## src/rtl/stepper_driver_multi_if.sv

```systemverilog
// Bundle of control inputs and coil outputs for the stepper driver.
//   master : board side. Drives en, dir, mode, inc_n and dec_n; observes coils,
//            step_tick and period.
//   slave  : driver side. Receives the controls; produces coils, step_tick and period.
//   en        1 = drive coils and step, 0 = coils off with position held
//   dir       1 = forward, 0 = reverse
//   mode      0 = wave, 1 = full two-phase, 2/3 = half-step
//   inc_n     active-low button that lengthens the step period
//   dec_n     active-low button that shortens the step period
//   coils     registered coil drive pattern
//   step_tick one-cycle pulse on every step event
//   period    current divider period in clk cycles
interface stepper_driver_multi_if #(
    parameter int unsigned DIV_W = 32
);
    logic             en;
    logic             dir;
    logic [1:0]       mode;
    logic             inc_n;
    logic             dec_n;
    logic [3:0]       coils;
    logic             step_tick;
    logic [DIV_W-1:0] period;

    modport master (
        output en, dir, mode, inc_n, dec_n,
        input  coils, step_tick, period
    );

    modport slave (
        input  en, dir, mode, inc_n, dec_n,
        output coils, step_tick, period
    );
endinterface

```

## src/rtl/stepper_driver_multi.sv

```systemverilog
// Unipolar 4-coil stepper driver. It produces wave, full two-phase or half-step
// coil sequences, forward or reverse. A clock divider sets the step rate, and
// two debounced active-low buttons adjust the divider period at run time.
// Ports:
//   clk    system clock
//   rst_n  asynchronous reset, active low
//   bus    stepper_driver_multi_if.slave. Carries the en/dir/mode/inc_n/dec_n
//          controls in and coils/step_tick/period out.
module stepper_driver_multi #(
    parameter int unsigned DIV_W        = 32,
    parameter int unsigned DIV_INIT     = 200_000,
    parameter int unsigned DIV_MIN      = 50_000,
    parameter int unsigned DIV_MAX      = 2_500_000,
    parameter int unsigned DIV_STEP     = 25_000,
    parameter int unsigned DEBOUNCE_CYC = 5_000_000
) (
    input logic                   clk,
    input logic                   rst_n,
    stepper_driver_multi_if.slave bus
);

    localparam int unsigned DBC_W = (DEBOUNCE_CYC > 1) ? $clog2(DEBOUNCE_CYC) : 1;

    localparam logic [DIV_W-1:0] INIT_C = DIV_W'(DIV_INIT);
    localparam logic [DIV_W-1:0] MIN_C  = DIV_W'(DIV_MIN);
    localparam logic [DIV_W-1:0] MAX_C  = DIV_W'(DIV_MAX);
    localparam logic [DIV_W-1:0] STEP_C = DIV_W'(DIV_STEP);
    localparam logic [DIV_W-1:0] ONE_C  = DIV_W'(1);
    localparam logic [DBC_W-1:0] DBC_LAST = DBC_W'(DEBOUNCE_CYC - 1);

    typedef enum logic [1:0] {
        IDLE     = 2'd0,
        DB_INC   = 2'd1,
        DB_DEC   = 2'd2,
        WAIT_REL = 2'd3
    } btn_state_t;

    btn_state_t       state_q, state_d;
    logic [DBC_W-1:0] dbc_q, dbc_d;
    logic [DIV_W-1:0] period_q, period_d;
    logic [DIV_W-1:0] cnt_q, cnt_d;
    logic             tick_q, tick_d;
    logic [2:0]       phase_q, phase_d;
    logic [3:0]       coils_q, coils_d;
    logic [1:0]       inc_sync_q, dec_sync_q;
    logic             inc_p, dec_p;

    // Saturating period updates. Comparing the distance to the limit avoids
    // any wrap of the DIV_W-bit arithmetic.
    function automatic logic [DIV_W-1:0] sat_inc(input logic [DIV_W-1:0] p);
        if ((MAX_C - p) <= STEP_C) return MAX_C;
        return p + STEP_C;
    endfunction

    function automatic logic [DIV_W-1:0] sat_dec(input logic [DIV_W-1:0] p);
        if ((p - MIN_C) <= STEP_C) return MIN_C;
        return p - STEP_C;
    endfunction

    function automatic logic [3:0] coil_pattern(input logic [2:0] ph);
        case (ph)
            3'd0:    return 4'b0001;
            3'd1:    return 4'b0011;
            3'd2:    return 4'b0010;
            3'd3:    return 4'b0110;
            3'd4:    return 4'b0100;
            3'd5:    return 4'b1100;
            3'd6:    return 4'b1000;
            default: return 4'b1001;
        endcase
    endfunction

    // Wave lives on even indices and full-step on odd ones. When the phase
    // parity does not match the mode (just after a mode change), a single
    // step of 1 realigns it. The 3-bit sum wraps modulo 8 by itself.
    function automatic logic [2:0] next_phase(input logic [2:0] ph,
                                              input logic       fwd,
                                              input logic [1:0] md);
        logic [2:0] delta;
        if (md[1] || (ph[0] != md[0])) delta = 3'd1;
        else                           delta = 3'd2;
        return fwd ? (ph + delta) : (ph - delta);
    endfunction

    // Buttons are synchronised and converted to active-high "pressed".
    always_ff @(posedge clk or negedge rst_n) begin
        if (!rst_n) begin
            inc_sync_q <= 2'b00;
            dec_sync_q <= 2'b00;
        end else begin
            inc_sync_q <= {inc_sync_q[0], ~bus.inc_n};
            dec_sync_q <= {dec_sync_q[0], ~bus.dec_n};
        end
    end

    assign inc_p = inc_sync_q[1];
    assign dec_p = dec_sync_q[1];

    // Button FSM: debounce one button, apply one period change, wait for release.
    always_comb begin
        state_d  = state_q;
        dbc_d    = dbc_q;
        period_d = period_q;
        case (state_q)
            IDLE: begin
                if (inc_p && !dec_p) begin
                    state_d = DB_INC;
                    dbc_d   = '0;
                end else if (dec_p && !inc_p) begin
                    state_d = DB_DEC;
                    dbc_d   = '0;
                end
            end
            DB_INC: begin
                if (!inc_p || dec_p) begin
                    state_d = IDLE;
                end else if (dbc_q == DBC_LAST) begin
                    period_d = sat_inc(period_q);
                    state_d  = WAIT_REL;
                end else begin
                    dbc_d = dbc_q + 1'b1;
                end
            end
            DB_DEC: begin
                if (!dec_p || inc_p) begin
                    state_d = IDLE;
                end else if (dbc_q == DBC_LAST) begin
                    period_d = sat_dec(period_q);
                    state_d  = WAIT_REL;
                end else begin
                    dbc_d = dbc_q + 1'b1;
                end
            end
            WAIT_REL: begin
                if (!inc_p && !dec_p) state_d = IDLE;
            end
            default: state_d = IDLE;
        endcase
    end

    // Divider. Using >= rather than == means that when a period shrinks below
    // the running count, the count still terminates on the next cycle.
    always_comb begin
        cnt_d  = '0;
        tick_d = 1'b0;
        if (bus.en) begin
            if (cnt_q >= (period_q - ONE_C)) begin
                tick_d = 1'b1;
            end else begin
                cnt_d = cnt_q + 1'b1;
            end
        end
    end

    // Phase advances on the tick. Coils follow the phase one cycle later.
    always_comb begin
        phase_d = phase_q;
        if (tick_q) phase_d = next_phase(phase_q, bus.dir, bus.mode);
        coils_d = bus.en ? coil_pattern(phase_q) : 4'b0000;
    end

    always_ff @(posedge clk or negedge rst_n) begin
        if (!rst_n) begin
            state_q  <= IDLE;
            dbc_q    <= '0;
            period_q <= INIT_C;
            cnt_q    <= '0;
            tick_q   <= 1'b0;
            phase_q  <= 3'd0;
            coils_q  <= 4'b0000;
        end else begin
            state_q  <= state_d;
            dbc_q    <= dbc_d;
            period_q <= period_d;
            cnt_q    <= cnt_d;
            tick_q   <= tick_d;
            phase_q  <= phase_d;
            coils_q  <= coils_d;
        end
    end

    assign bus.coils     = coils_q;
    assign bus.step_tick = tick_q;
    assign bus.period    = period_q;

endmodule

```

## src/flat_wrapper.sv

```systemverilog
// flat-port wrapper written by rule: the top's interface ports become plain ports
module stepper_driver_multi_flat 
#(
    parameter int unsigned DIV_W        = 32,
    parameter int unsigned DIV_INIT     = 200_000,
    parameter int unsigned DIV_MIN      = 50_000,
    parameter int unsigned DIV_MAX      = 2_500_000,
    parameter int unsigned DIV_STEP     = 25_000,
    parameter int unsigned DEBOUNCE_CYC = 5_000_000
)
  (clk, rst_n, bus_en, bus_dir, bus_mode, bus_inc_n, bus_dec_n, bus_coils, bus_step_tick, bus_period);
  stepper_driver_multi_if #(.DIV_W(DIV_W)) bus_i ();
  input logic clk;
  input logic rst_n;
  input wire logic [$bits(bus_i.en)-1:0] bus_en;
  input wire logic [$bits(bus_i.dir)-1:0] bus_dir;
  input wire logic [$bits(bus_i.mode)-1:0] bus_mode;
  input wire logic [$bits(bus_i.inc_n)-1:0] bus_inc_n;
  input wire logic [$bits(bus_i.dec_n)-1:0] bus_dec_n;
  output wire logic [$bits(bus_i.coils)-1:0] bus_coils;
  output wire logic [$bits(bus_i.step_tick)-1:0] bus_step_tick;
  output wire logic [$bits(bus_i.period)-1:0] bus_period;
  assign bus_i.en = bus_en;
  assign bus_i.dir = bus_dir;
  assign bus_i.mode = bus_mode;
  assign bus_i.inc_n = bus_inc_n;
  assign bus_i.dec_n = bus_dec_n;
  assign bus_coils = bus_i.coils;
  assign bus_step_tick = bus_i.step_tick;
  assign bus_period = bus_i.period;
  stepper_driver_multi #(.DIV_W(DIV_W), .DIV_INIT(DIV_INIT), .DIV_MIN(DIV_MIN), .DIV_MAX(DIV_MAX), .DIV_STEP(DIV_STEP), .DEBOUNCE_CYC(DEBOUNCE_CYC)) u_core (.clk(clk), .rst_n(rst_n), .bus(bus_i));
endmodule
```

## config.mk

```make
export PLATFORM = sky130hd
export DESIGN_NAME = stepper_driver_multi_flat
export DESIGN_NICKNAME = d
export VERILOG_FILES = /design/src/rtl/stepper_driver_multi_if.sv /design/src/rtl/stepper_driver_multi.sv /design/src/flat_wrapper.sv
export SDC_FILE = /design/constraint.sdc
export NUM_CORES = 1
export LEC_CHECK = 0
export CAP_MARGIN = 20
export CORE_MARGIN = 3
export CORE_UTILIZATION = 37
export DETAILED_ROUTE_END_ITERATION = 10
export GPL_ROUTABILITY_DRIVEN = 0
export GPL_TIMING_DRIVEN = 0
export PLACE_DENSITY = 0.56
export SYNTH_ARGS = -nofsm -noshare
export SYNTH_HDL_FRONTEND = slang
export SYNTH_SLANG_ARGS = --single-unit
```

## constraint.sdc

```tcl
create_clock -name clk -period 6.3 [get_ports clk]
set_clock_uncertainty 0.15 [all_clocks]
set_input_delay 0.63 -clock clk [delete_from_list [all_inputs] [get_ports clk]]
set_output_delay 0.63 -clock clk [all_outputs]
set_load 0.01 [all_outputs]
```

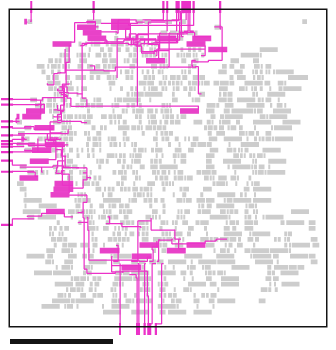
**Above:** run 1 (I/O nets highlighted).
Bar = 50 microns.
Key: `bus_period` = magenta [direction output, edge 13 north, 12 west, 7 south, end cells 32, buffers 32, wire 2070 microns]

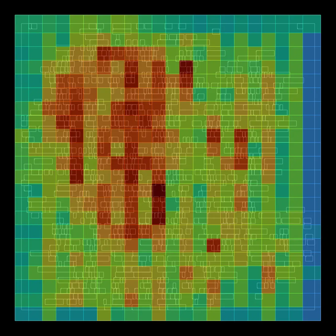
**Above:** run 1 (congestion heat map).
total global-route track usage: 0.216
met1 layer usage reported by global route: 0.312

==> datasheet_impl.txt, run 1 <==
Implementation parameters

Parameter                              Value

Cells and area
  Fin nets .................. 1130
  Fin cells .................. 1360
  Final antenna diode count .................. 0
  Register containing the most flip-flops in the final layout .................. u_core.cnt_q
  Fill count .................. 2153
  Final design utilization .................. 0.432
  Area of all placed cells without fillers .................. 0.00921 sq mm

Flow run
  Tool warnings .................. 34
  Max-cap violations .................. 0

Yosys
  Leading cell types by total area after synthesis .................. sky130_fd_sc_hd__dfrtp_1 28%, sky130_fd_sc_hd__nor2_1 7.0%, sky130_fd_sc_hd__ha_1 6.3%, sky130_fd_sc_hd__xnor2_1 5.1%, sky130_fd_sc_hd__xor2_1 4.3%
  Unique cell type count in the Yosys netlist .................. 77
  Post-Synth AOI/OAI Area .................. 0.216
  Synth Area in Adders .................. 0.0671
  Dominant cell by count in the synthesized netlist .................. sky130_fd_sc_hd__nor2_1
  Simple-gate share of the synthesized area .................. 0.258
  Chip area line of the yosys report .................. 0.00810 sq mm
  Count of yosys warnings during synthesis .................. 0
  Post-Syn Area .................. 0.00810 sq mm
  Post-synth tally of flip-flops with integrated enable .................. 0
  Flops out of synthesis .................. 98
  Dominant register cell .................. sky130_fd_sc_hd__dfrtp_1
  Xor/xnor share of the synthesized area .................. 0.0941
  Ranking of synthesized cells by instance count .................. 150 x sky130_fd_sc_hd__nor2_1, 92 x sky130_fd_sc_hd__dfrtp_1, 76 x sky130_fd_sc_hd__nand2_1, 61 x sky130_fd_sc_hd__o21ai_0, 57 x sky130_fd_sc_hd__a21oi_1
  Share of cell area taken by muxes after synthesis .................. 0.0121
  Cell type with the highest aggregate area in the netlist .................. sky130_fd_sc_hd__dfrtp_1
  Post-synthesis cell count from yosys .................. 1024
  Cells after Synth .................. 1024

Worst setup path
  Family with the most delay on the worst path .................. simple AND/OR/NAND/NOR gates
  Critical Path Stages .................. 21
  Crit path max fanout .................. 10
  Required time at the endpoint of the critical path .................. 6.44 ns
  Endpoint class of the critical path .................. register
  Crit path arrival time .................. 5.82 ns
  Last element of the critical path .................. u_core.cnt_q[27]
  Critical Path Slowest Stage Cell .................. sky130_fd_sc_hd__or4_1
  Buffering stage count on the worst path with inverters included .................. 4
  Worst setup SP type .................. register
  Type of the setup path with the least slack .................. register to register
  Max stage delay on crit path .................. 0.60 ns
  Startpoint of the most critical setup path .................. u_core.bus.period[7]
  Critical path's most frequent cell .................. sky130_fd_sc_hd__a21o_1
  Register-to-Register Path Depth .................. 21
  Capture point of the worst reg-to-reg path .................. u_core.cnt_q[27]

CTS
  Setup Fix Bufs, Post-CTS .................. 0
  Clock edge transition at the registers on the reported setup and hold paths .................. 0.07 ns
  Root Buffer Master .................. sky130_fd_sc_hd__clkbuf_16
  Buffer levels on the longest clock path .................. 2
  Maximum level of the CTS H-tree .................. 3
  Number of buffers added to fix hold violations after cts .................. 0
  CTS tree .................. done
  Num Clock Sinks .................. 98
  Number of gates resized after cts .................. 0
  CTS Buf Count .................. 9
  Skew-Pair Late Insertion Delay .................. 0.36 ns

Routing
  Average vias per placed instance .................. 5.88
  Tally of nets with antenna violations remaining after routing .................. 0
  Number of vias after detailed routing .................. 8003
  Final routed wirelength across all metal layers .................. 25700 microns
  Violation count after the first detailed-routing iteration .................. 727

Placement
  Placed cell count .................. 1344
  Worst setup slack before clock tree synthesis .................. 0.548 ns
  DP Area .................. 0.00889 sq mm

Timing
  Headroom to the max-slew limit .................. 0.251
  Timing-limited maximum frequency .................. 176 MHz
  Time the final worst path needs with I/O delays and setup .................. 5.68 ns
  Final sum of negative setup slack .................. 0 ns
  Unrepaired setup endpoints after global routing .................. false
  Worst Setup Slack, final .................. 0.620 ns
  Final number of max-transition violations .................. 0
  Final setup vio count .................. 0
  Least-Margin Pin Slew .................. 1.11 ns
  Final worst path period share .................. 0.902
  Tightest hold margin .................. 0.184 ns

Outcome
  Outcome .................. finished clean

Global routing
  Maximum number of pins on one net before global-route repair .................. 56
  Antenna violations before repair .................. 0
  Number of global-route vias before repair .................. 7541
  Most used routing layer .................. met2

Power and ir drop
  Leakage power summed over all cells .................. 3.71 nW
  Int Pwr .................. 1.82 mW
  Power density cells .................. 400 mW/mm^2
  Switching power summed over all nets .................. 1.86 mW
  Part of the total power dissipated in combinational logic .................. 0.604
  Clock network fraction of total power .................. 0.162
  Relative contribution of sequential cells to total power .................. 0.233

Hold path
  Min-Delay Path Class .................. input port to asynchronous set/reset pin

Floorplan
  Horiz. Die Dim .................. 154 microns
  Floorplan core density .................. 0.380
  Standard-cell rows .................. 53
  Vertical die dimension .................. 154 microns
  CORE AREA .................. 0.0213 sq mm
  Overall die area .................. 0.0237 sq mm
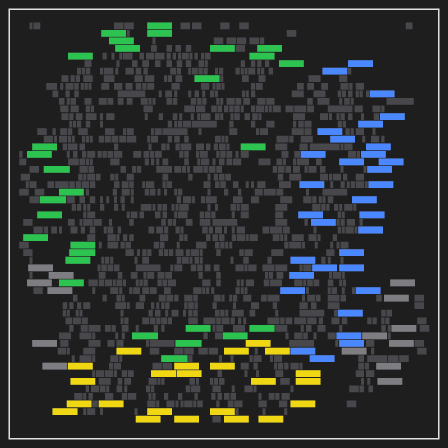
**Above:** run 1 (register map, names as in the netlist).
Key: `u_core.bus.period` = green [placed flops 29]; `u_core.cnt_q` = blue [placed flops 32]; `u_core.dbc_q` = yellow [placed flops 23]

## run 1: per-layer routing
| metal | part of all wire | up-vias |
|---|---|---|
| li1 | - | 3805 |
| met1 | 0.46 | 3739 |
| met2 | 0.43 | 400 |
| met3 | 0.089 | 59 |
| met4 | 0.026 | 0 |
| met5 | 0 | - |
## run 1: power groups by stage
stage	logic, mW	clock network [mW]	registers, mW
final	2.22	0.597	0.858
after global routing	2.41	0.642	0.875
after CTS	2.16	0.618	0.857
after detailed placement	2.15	0	0.867
after global placement	2.16	0	0.868
after floorplan	1.40	0	0.866
## run 1: cells in the final DEF, fill, tap and decap left out, types with 14 or more instances in the layout
cell,Yosys,layout
sky130_fd_sc_hd__xnor2_1,47,47
sky130_fd_sc_hd__inv_1,28,28
sky130_fd_sc_hd__nand2_1,76,76
sky130_fd_sc_hd__clkbuf_1,49,50
sky130_fd_sc_hd__a21o_1,18,18
sky130_fd_sc_hd__and3_1,15,15
sky130_fd_sc_hd__a21oi_1,57,57
sky130_fd_sc_hd__nor2_1,150,150
sky130_fd_sc_hd__or3_1,14,14
sky130_fd_sc_hd__nor3_1,29,28
sky130_fd_sc_hd__dfrtp_1,92,92
sky130_fd_sc_hd__ha_1,41,41
sky130_fd_sc_hd__nand4_1,25,25
sky130_fd_sc_hd__nand3_1,43,43
sky130_fd_sc_hd__nor4_1,15,15
sky130_fd_sc_hd__xor2_1,40,40
sky130_fd_sc_hd__o21ai_0,61,61
sky130_fd_sc_hd__clkdlybuf4s50_1,0,40
## run 1: area by class of cell
class	count	area (sq um)	area share
buffer	66	282	0.0306
clock buffer	10	229	0.0249
sequential	98	2460	0.267
inverter	29	109	0.0118
clock inverter	6	83.8	0.00911
multi-input combinational	833	5260	0.571
tap	275	344	0.0374
timing repair buffer	43	440	0.0478
**Run 1: the metal 2 layer**

Cells faint in the background.
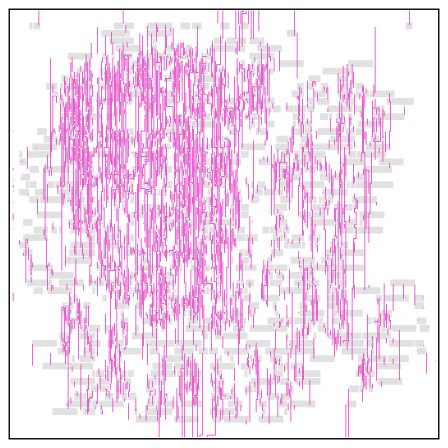

## Run 2: what changed since run 1
--- a/config.mk
+++ b/config.mk
@@ -5,13 +5,13 @@
 export SDC_FILE = /design/constraint.sdc
 export NUM_CORES = 1
 export LEC_CHECK = 0
-export CAP_MARGIN = 20
+export ABC_AREA = 1
+export CAP_MARGIN = 40
 export CORE_MARGIN = 3
 export CORE_UTILIZATION = 37
 export DETAILED_ROUTE_END_ITERATION = 10
 export GPL_ROUTABILITY_DRIVEN = 0
-export GPL_TIMING_DRIVEN = 0
-export PLACE_DENSITY = 0.56
+export PLACE_DENSITY = 0.55
 export SYNTH_ARGS = -nofsm -noshare
 export SYNTH_HDL_FRONTEND = slang
 export SYNTH_SLANG_ARGS = --single-unit
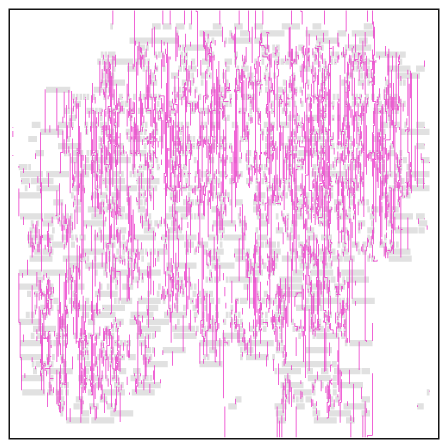
**Above:** run 2 (the metal 2 layer).
Cells faint in the background.
The longest straight run is 50.0 microns. 1166 nets have wire on it. The layer carries 12900 microns of wire. The wires run mostly vertical.

==> run 2 against run 1 <==
Compared with the run above:
- sequential power rose by 28%
- wire length increased by 11%
- worst setup slack gained 1.6 ns
- via count increased by 20%
- highest routed layer unchanged
==> datasheet_impl.txt, run 2 <==
Implementation parameters

Parameter                              Value

CTS
  CTS tree .................. done
  Setup Fix Bufs, Post-CTS .................. 0
  Num Clock Sinks .................. 98
  Number of gates resized after cts .................. 0
  Clock edge transition at the registers on the reported setup and hold paths .................. 0.08 ns
  Skew-Pair Late Insertion Delay .................. 0.36 ns
  Number of buffers added to fix hold violations after cts .................. 0
  Root Buffer Master .................. sky130_fd_sc_hd__clkbuf_16
  CTS Buf Count .................. 9
  Buffer levels on the longest clock path .................. 2
  Maximum level of the CTS H-tree .................. 3

Global routing
  Maximum number of pins on one net before global-route repair .................. 50
  Total global-route track usage .................. 0.215
  First-pass GRT wire length .................. 46900 microns
  Antenna violations before repair .................. 0
  Overflow after GRT .................. 0
  Number of global-route vias before repair .................. 8903

Cells and area
  Register containing the most flip-flops in the final layout .................. u_core.cnt_q
  Fill count .................. 2733
  Most common logic cell in the routed design .................. sky130_fd_sc_hd__nand2_1
  Area of all sequential standard cells .................. 0.00246 sq mm
  Final design utilization .................. 0.418
  Fraction of final layout cells sized beyond drive strength 1 .................. 0.0497
  Fin nets .................. 1553
  Commonest cells after routing, fill and taps aside .................. 416 x sky130_fd_sc_hd__nand2_1, 207 x sky130_fd_sc_hd__nor2_1, 158 x sky130_fd_sc_hd__inv_1, 140 x sky130_fd_sc_hd__nand3_1, 92 x sky130_fd_sc_hd__dfrtp_1
  Logic area .................. 0.00596 sq mm
  Area growth syn-to-layout .................. 9.72%
  Final antenna diode count .................. 0
  Number of flip-flops in the largest register .................. 32

Timing
  Unrepaired setup endpoints after global routing .................. false
  Time the final worst path needs with I/O delays and setup .................. 4.05 ns
  Final worst path period share .................. 0.642
  Least-Margin Pin Slew .................. 0.747 ns
  Timing-limited maximum frequency .................. 247 MHz
  Final tally of hold violations .................. 0
  Headroom to the max-slew limit .................. 0.502
  Final sum of negative setup slack .................. 0 ns
  Final number of max-transition violations .................. 0
  Final setup vio count .................. 0

Routing
  Uppermost layer routed .................. met4
  Average vias per placed instance .................. 5.26
  Final routed wirelength across all metal layers .................. 28500 microns
  Violation count after the first detailed-routing iteration .................. 722
  Post-detailed-route wirelength per cell .................. 15.6 microns
  M1 WL .................. 13400 microns
  Number of detailed-routing iterations run before antenna repair .................. 5
  DR WL met2 .................. 12900 microns
  Tally of nets with antenna violations remaining after routing .................. 0
  DRC violation count after routing .................. 0
  Number of vias after detailed routing .................. 9642
  Met3 wire len .................. 1610 microns

Worst setup path
  Critical Path Slowest Stage Cell .................. sky130_fd_sc_hd__dfrtp_1
  Critical path cell sequence .................. inv_1 -> ha_1 -> nand2_1 -> nor2_1 -> inv_1 -> nor2_1 -> nand4_1 -> nor2_1 -> nand2_1 -> nor2_1 -> xor2_1 -> ha_1 -> a21oi_1 -> nor2_1 -> a2111oi_0 -> nand2_1 -> buf_4 -> nand2_1 -> inv_1
  Endpoint class of the critical path .................. register
  Critical path's most frequent cell .................. sky130_fd_sc_hd__nor2_1
  Crit path arrival time .................. 4.15 ns
  Register-to-Register Path Depth .................. 19
  Type of the setup path with the least slack .................. register to register
  Register-to-register setup slack .................. 2.25 ns
  Required time at the endpoint of the critical path .................. 6.40 ns
  Capture point of the worst reg-to-reg path .................. u_core.bus.step_tick
  Startpoint of the most critical setup path .................. u_core.bus.period[3]
  Buffering stage count on the worst path with inverters included .................. 4
  Crit path max fanout .................. 33
  Max stage delay on crit path .................. 0.47 ns
  Family with the most delay on the worst path .................. simple AND/OR/NAND/NOR gates
  Worst setup SP type .................. register
  FF-to-FF Start .................. u_core.bus.period[3]

Floorplan
  Overall die area .................. 0.0274 sq mm
  Horiz. Die Dim .................. 165 microns
  CORE AREA .................. 0.0247 sq mm
  Vertical die dimension .................. 165 microns
  Standard-cell rows .................. 57
  Floorplan core density .................. 0.381

Yosys
  Post-synth tally of flip-flops with integrated enable .................. 0
  Chip area line of the yosys report .................. 0.00941 sq mm
  Leading cell types by total area after synthesis .................. sky130_fd_sc_hd__dfrtp_1 24%, sky130_fd_sc_hd__nand2_1 17%, sky130_fd_sc_hd__nor2_1 8.3%, sky130_fd_sc_hd__xor2_1 7.5%, sky130_fd_sc_hd__nand3_1 7.4%
  Cells after Synth .................. 1497
  Post-synthesis cell count from yosys .................. 1497
  Area share, top type .................. 0.245
  Count of yosys warnings during synthesis .................. 0
  Mean post-synth cell area .................. 6.29 sq um
  Unique cell type count in the Yosys netlist .................. 51
  Post-Syn Area .................. 0.00941 sq mm
  Ranking of synthesized cells by instance count .................. 416 x sky130_fd_sc_hd__nand2_1, 207 x sky130_fd_sc_hd__nor2_1, 158 x sky130_fd_sc_hd__inv_1, 140 x sky130_fd_sc_hd__nand3_1, 92 x sky130_fd_sc_hd__dfrtp_1
  Fraction of synthesis flops using an asynchronous set or reset pin .................. 1.00
  Dominant register cell .................. sky130_fd_sc_hd__dfrtp_1
  Register area share after synthesis .................. 0.261
  Dominant cell by count in the synthesized netlist .................. sky130_fd_sc_hd__nand2_1
  Flops out of synthesis .................. 98
  Cell type with the highest aggregate area in the netlist .................. sky130_fd_sc_hd__dfrtp_1

Flow run
  Tool warnings .................. 34
  Max-cap violations .................. 0

Power and ir drop
  Final total power .................. 4.31 mW
  Leakage power summed over all cells .................. 4.83 nW
  Power density cells .................. 418 mW/mm^2
  Maximum vdd ir drop .................. 0.223 mV

Hold path
  Min-Delay Path Class .................. input port to asynchronous set/reset pin

Placement
  Post-detail-place hpwl .................. 21700 microns

Outcome
  Outcome .................. finished clean
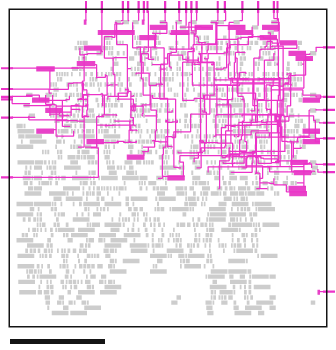
**Above:** run 2 (I/O nets highlighted).
Bar = 50 microns.
Key: `bus_period` = magenta [direction output, edge 18 north, 8 east, 6 west, end cells 32, buffers 30, wire 4050 microns]
Port-buffer cells: 41
number of I/O pins: 45

[run 2: cell types whose count changed in the layout (fill, tap and decap cells not counted), sizes merged, moves of 41 or more]
cell    change
nor2       +66
xor2       +41
nand2     +347
inv       +142
clkbuf     -49
xnor2      -46
nand3      +98
[run 2: cell families (layout without fill, tap and decap cells)]
logic type      Yosys count  after routing  share of synthesized area
other cells               1              3                   0.000399
simple gates            888            888                      0.405
fa+ha+maj                42             42                     0.0566
flops                    98             98                      0.261
buf+inv                 231            240                      0.106
xor+xnor                 82             82                     0.0763
compound gates          155            155                     0.0947
[run 2: cell type report]
type / instances / share of cell area
clock buffer: 10 / 0.0231
clock inverter: 6 / 0.0102
inverter: 173 / 0.0629
sequential: 98 / 0.238
tap: 324 / 0.0393
multi-input combinational: 1170 / 0.578
timing repair buffer: 51 / 0.0487
[run 2: routing by layer]
layer	up-vias	GRT usage
met1	4506	0.295
met4	0	0.0571
met2	245	0.351
li1	4856	-
met5	-	0
met3	35	0.0342
[run 2: metrics by stage]
step	std cells	cell area [sq um]	hold slack [ns]	worst slack [ns]
after floorplan	1499	9420	0.181	2.87
after global placement	1815	9950	0.183	2.42
after detailed placement	1816	9980	0.186	2.27
after CTS	1832	10300	0.0791	2.23
after global routing	1832	10300	0.0988	1.80
final	1832	10300	0.0635	2.25
[run 2: how the worst max path moves through the flow]
stage	cells after the start	end
CTS	21	u_core.bus.step_tick
finish	19	u_core.bus.step_tick
detailed placement	21	u_core.bus.step_tick
global route	21	u_core.bus.step_tick
global placement	19	u_core.bus.step_tick
floorplan	20	u_core.cnt_q[0]
[run 2: power breakdown]
part	switching [mW]	total, mW	leakage, nW	internal (mW)
Combinational	1.68	2.55	3.39	0.871
Clock	0.292	0.662	0.168	0.369
Sequential	0.349	1.10	1.27	0.750
**Run 2: congestion heat map**

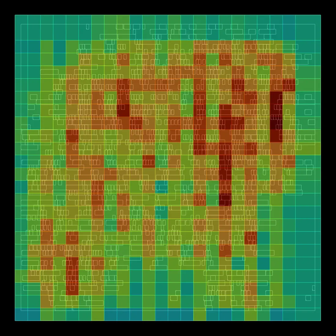

## Run 3: what changed since run 2
==> constraint.sdc (replaced) <==
create_clock -name clk -period 3.9 [get_ports clk]
set_clock_uncertainty 0.15 [all_clocks]
set_input_delay 0.39 -clock clk [delete_from_list [all_inputs] [get_ports clk]]
set_output_delay 0.39 -clock clk [all_outputs]
set_load 0.01 [all_outputs]
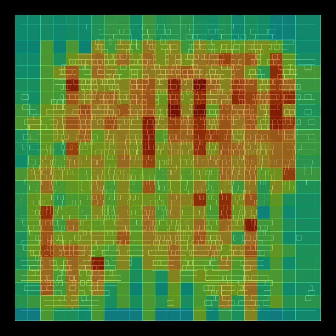
**Above:** run 3 (congestion heat map).
final design utilization: 0.425
grt met3 use: 0.0282
met2 Track Usage GR: 0.363

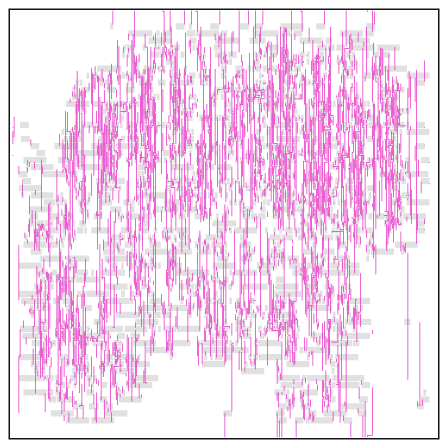
**Above:** run 3 (the metal 2 layer).
Cells faint in the background.
The layer carries 13500 microns of wire. 1201 nets have wire on it. The wires run mostly vertical. The longest straight run is 67.0 microns. The layer holds 46% of the routed length.
final routed wirelength across all metal layers: 29200 microns
number of vias after detailed routing: 9657

==> run 3 against run 2 <==
Compared with the run above:
- non-clock buffer count rose by 27
- synthesized area did not move
- worst hold slack improved by 0.14 ns
- sequential power rose by 39%
- register-to-register slack got worse by 1.9 ns
- count of clock-buffer cells in the layout fell by 1
- fmax rose by 15%
- utilization rose by 0.64 points
- sequential cell count did not move
- largest power group unchanged
==> datasheet_impl.txt, run 3 <==
Implementation parameters

Parameter                              Value

Timing
  Unrepaired setup endpoints after global routing .................. false
  Final number of max-transition violations .................. 0
  Worst Setup Slack, final .................. 0.379 ns
  Final worst path period share .................. 0.903
  Headroom to the max-slew limit .................. 0.493
  Least-Margin Pin Slew .................. 0.761 ns
  Timing-limited maximum frequency .................. 284 MHz
  Final sum of negative setup slack .................. 0 ns

Floorplan
  Floorplan core density .................. 0.381
  Overall die area .................. 0.0274 sq mm
  Number of I/O pins .................. 45
  Horiz. Die Dim .................. 165 microns
  Vertical die dimension .................. 165 microns
  Standard-cell rows .................. 57

Cells and area
  Register containing the most flip-flops in the final layout .................. u_core.cnt_q
  Area of all placed cells without fillers .................. 0.0105 sq mm
  Commonest cells after routing, fill and taps aside .................. 416 x sky130_fd_sc_hd__nand2_1, 201 x sky130_fd_sc_hd__nor2_1, 158 x sky130_fd_sc_hd__inv_1, 140 x sky130_fd_sc_hd__nand3_1, 91 x sky130_fd_sc_hd__dfrtp_1
  Fin nets .................. 1580
  Most common logic cell in the routed design .................. sky130_fd_sc_hd__nand2_1
  Final antenna diode count .................. 0
  Fill count .................. 2737
  Area growth syn-to-layout .................. 11.4%
  Fraction of final layout cells sized beyond drive strength 1 .................. 0.0698
  Number of flip-flops in the largest register .................. 32

CTS
  Num Clock Sinks .................. 98
  Buffer levels on the longest clock path .................. 2
  Skew-Pair Late Insertion Delay .................. 0.37 ns
  Root Buffer Master .................. sky130_fd_sc_hd__clkbuf_16
  Maximum level of the CTS H-tree .................. 3
  CTS Buf Count .................. 9

Worst setup path
  Buffering stage count on the worst path with inverters included .................. 5
  Max stage delay on crit path .................. 0.48 ns
  Critical Path Slowest Stage Cell .................. sky130_fd_sc_hd__dfrtp_2
  Required time at the endpoint of the critical path .................. 4.00 ns
  Crit path max fanout .................. 33
  Type of the setup path with the least slack .................. register to register
  Endpoint class of the critical path .................. register
  Last element of the critical path .................. u_core.bus.step_tick
  Critical Path Stages .................. 21
  Startpoint of the most critical setup path .................. u_core.bus.period[4]
  Crit path arrival time .................. 3.62 ns
  Worst setup SP type .................. register
  Critical path cell sequence .................. inv_1 -> ha_1 -> nand2_1 -> nor2_1 -> inv_1 -> nor2_2 -> nand4_1 -> nor2_2 -> xor2_1 -> inv_1 -> ha_1 -> a21oi_1 -> o21a_1 -> o21ai_0 -> a221oi_1 -> nand2_1 -> nand2_1 -> nand2_1 -> buf_12 -> nand2_1 -> inv_1
  FF-to-FF Start .................. u_core.bus.period[4]
  Register-to-register setup slack .................. 0.38 ns

Yosys
  Post-synthesis cell count from yosys .................. 1497
  Register area share after synthesis .................. 0.261
  Cell type with the highest aggregate area in the netlist .................. sky130_fd_sc_hd__dfrtp_1
  Flops out of synthesis .................. 98
  Chip area line of the yosys report .................. 0.00941 sq mm
  Fraction of synthesis flops using an asynchronous set or reset pin .................. 1.00
  Cells after Synth .................. 1497
  Post-synth tally of flip-flops with integrated enable .................. 0
  Area share, top type .................. 0.245
  Mean post-synth cell area .................. 6.29 sq um
  Leading cell types by total area after synthesis .................. sky130_fd_sc_hd__dfrtp_1 24%, sky130_fd_sc_hd__nand2_1 17%, sky130_fd_sc_hd__nor2_1 8.3%, sky130_fd_sc_hd__xor2_1 7.5%, sky130_fd_sc_hd__nand3_1 7.4%
  Dominant register cell .................. sky130_fd_sc_hd__dfrtp_1
  Count of yosys warnings during synthesis .................. 0
  Ranking of synthesized cells by instance count .................. 416 x sky130_fd_sc_hd__nand2_1, 207 x sky130_fd_sc_hd__nor2_1, 158 x sky130_fd_sc_hd__inv_1, 140 x sky130_fd_sc_hd__nand3_1, 92 x sky130_fd_sc_hd__dfrtp_1
  Dominant cell by count in the synthesized netlist .................. sky130_fd_sc_hd__nand2_1
  Unique cell type count in the Yosys netlist .................. 51

Hold path
  Min-Delay Path Class .................. register to register

Routing
  DR WL met2 .................. 13500 microns
  Post-detailed-route wirelength per cell .................. 15.7 microns
  Met3 wire len .................. 1790 microns
  Number of detailed-routing iterations run before antenna repair .................. 6
  Average vias per placed instance .................. 5.20
  Violation count after the first detailed-routing iteration .................. 818
  DRC violation count after routing .................. 0
  Uppermost layer routed .................. met4
  Tally of nets with antenna violations remaining after routing .................. 0
  M1 WL .................. 13400 microns

Power and ir drop
  Leakage power summed over all cells .................. 4.92 nW
  Power density cells .................. 671 mW/mm^2
  Maximum vdd ir drop .................. 0.389 mV
  Final total power .................. 7.04 mW

Global routing
  Most used routing layer .................. met2
  Met1 layer usage reported by global route .................. 0.299
  Antenna violations before repair .................. 0
  First-pass GRT wire length .................. 47200 microns
  Total global-route track usage .................. 0.217

Outcome
  Outcome .................. finished clean

Placement
  Post-detail-place hpwl .................. 22200 microns
  DP Area .................. 0.0102 sq mm
  Worst setup slack before clock tree synthesis .................. 0.198 ns
-- run 3: cell types whose count changed in the layout (fill, tap and decap cells not counted), moves of 2 or more --
cell,before,now
sky130_fd_sc_hd__bufinv_16,2,0
sky130_fd_sc_hd__buf_4,10,35
sky130_fd_sc_hd__nor2_2,6,12
sky130_fd_sc_hd__buf_12,0,2
sky130_fd_sc_hd__nor2_1,207,201
-- run 3: cell families (layout without fill, tap and decap cells) --
group	count (synthesis)	count (layout)	synth area share
AOI/OAI and AO/OA	155	155	0.0947
DFF	98	98	0.261
and+or+nand+nor	888	888	0.405
other	1	3	0.000399
buffers and inverters	231	266	0.106
xor gates and xnor gates	82	82	0.0763
adders and majority gates	42	42	0.0566
-- run 3: area by class of cell --
| type | count | area, sq um | area share |
|---|---|---|---|
| multi-input cells | 1170 | 5980 | 0.570 |
| flip-flops and latches | 98 | 2460 | 0.235 |
| repair buffers | 78 | 713 | 0.0680 |
| inverters | 173 | 649 | 0.0619 |
| well taps | 324 | 405 | 0.0387 |
| clock buffers | 9 | 225 | 0.0215 |
| clock inverters | 6 | 50.0 | 0.00477 |
-- run 3: what timing repair did --
item                                    4_1_cts  5_1_grt
endpoints found under the setup margin        0       33
resized                                       0       11
buffers inserted                              0        1
hold endpoints to repair                     52        0
hold buffers                                  1        0
-- run 3: where the power goes --
group,internal (mW),switching [mW]
clock network,0.441,0.458
logic,1.57,3.04
registers,1.21,0.319
-- run 3: metrics by stage --
step | cells | hold slack [ns]
floorplan | 1499 | -0.0556
global placement | 1841 | 0.183
detailed placement | 1841 | 0.190
CTS | 1857 | 0.208
global route | 1858 | 0.210
finish | 1858 | 0.205
Power and IR drop assume default switching activity.
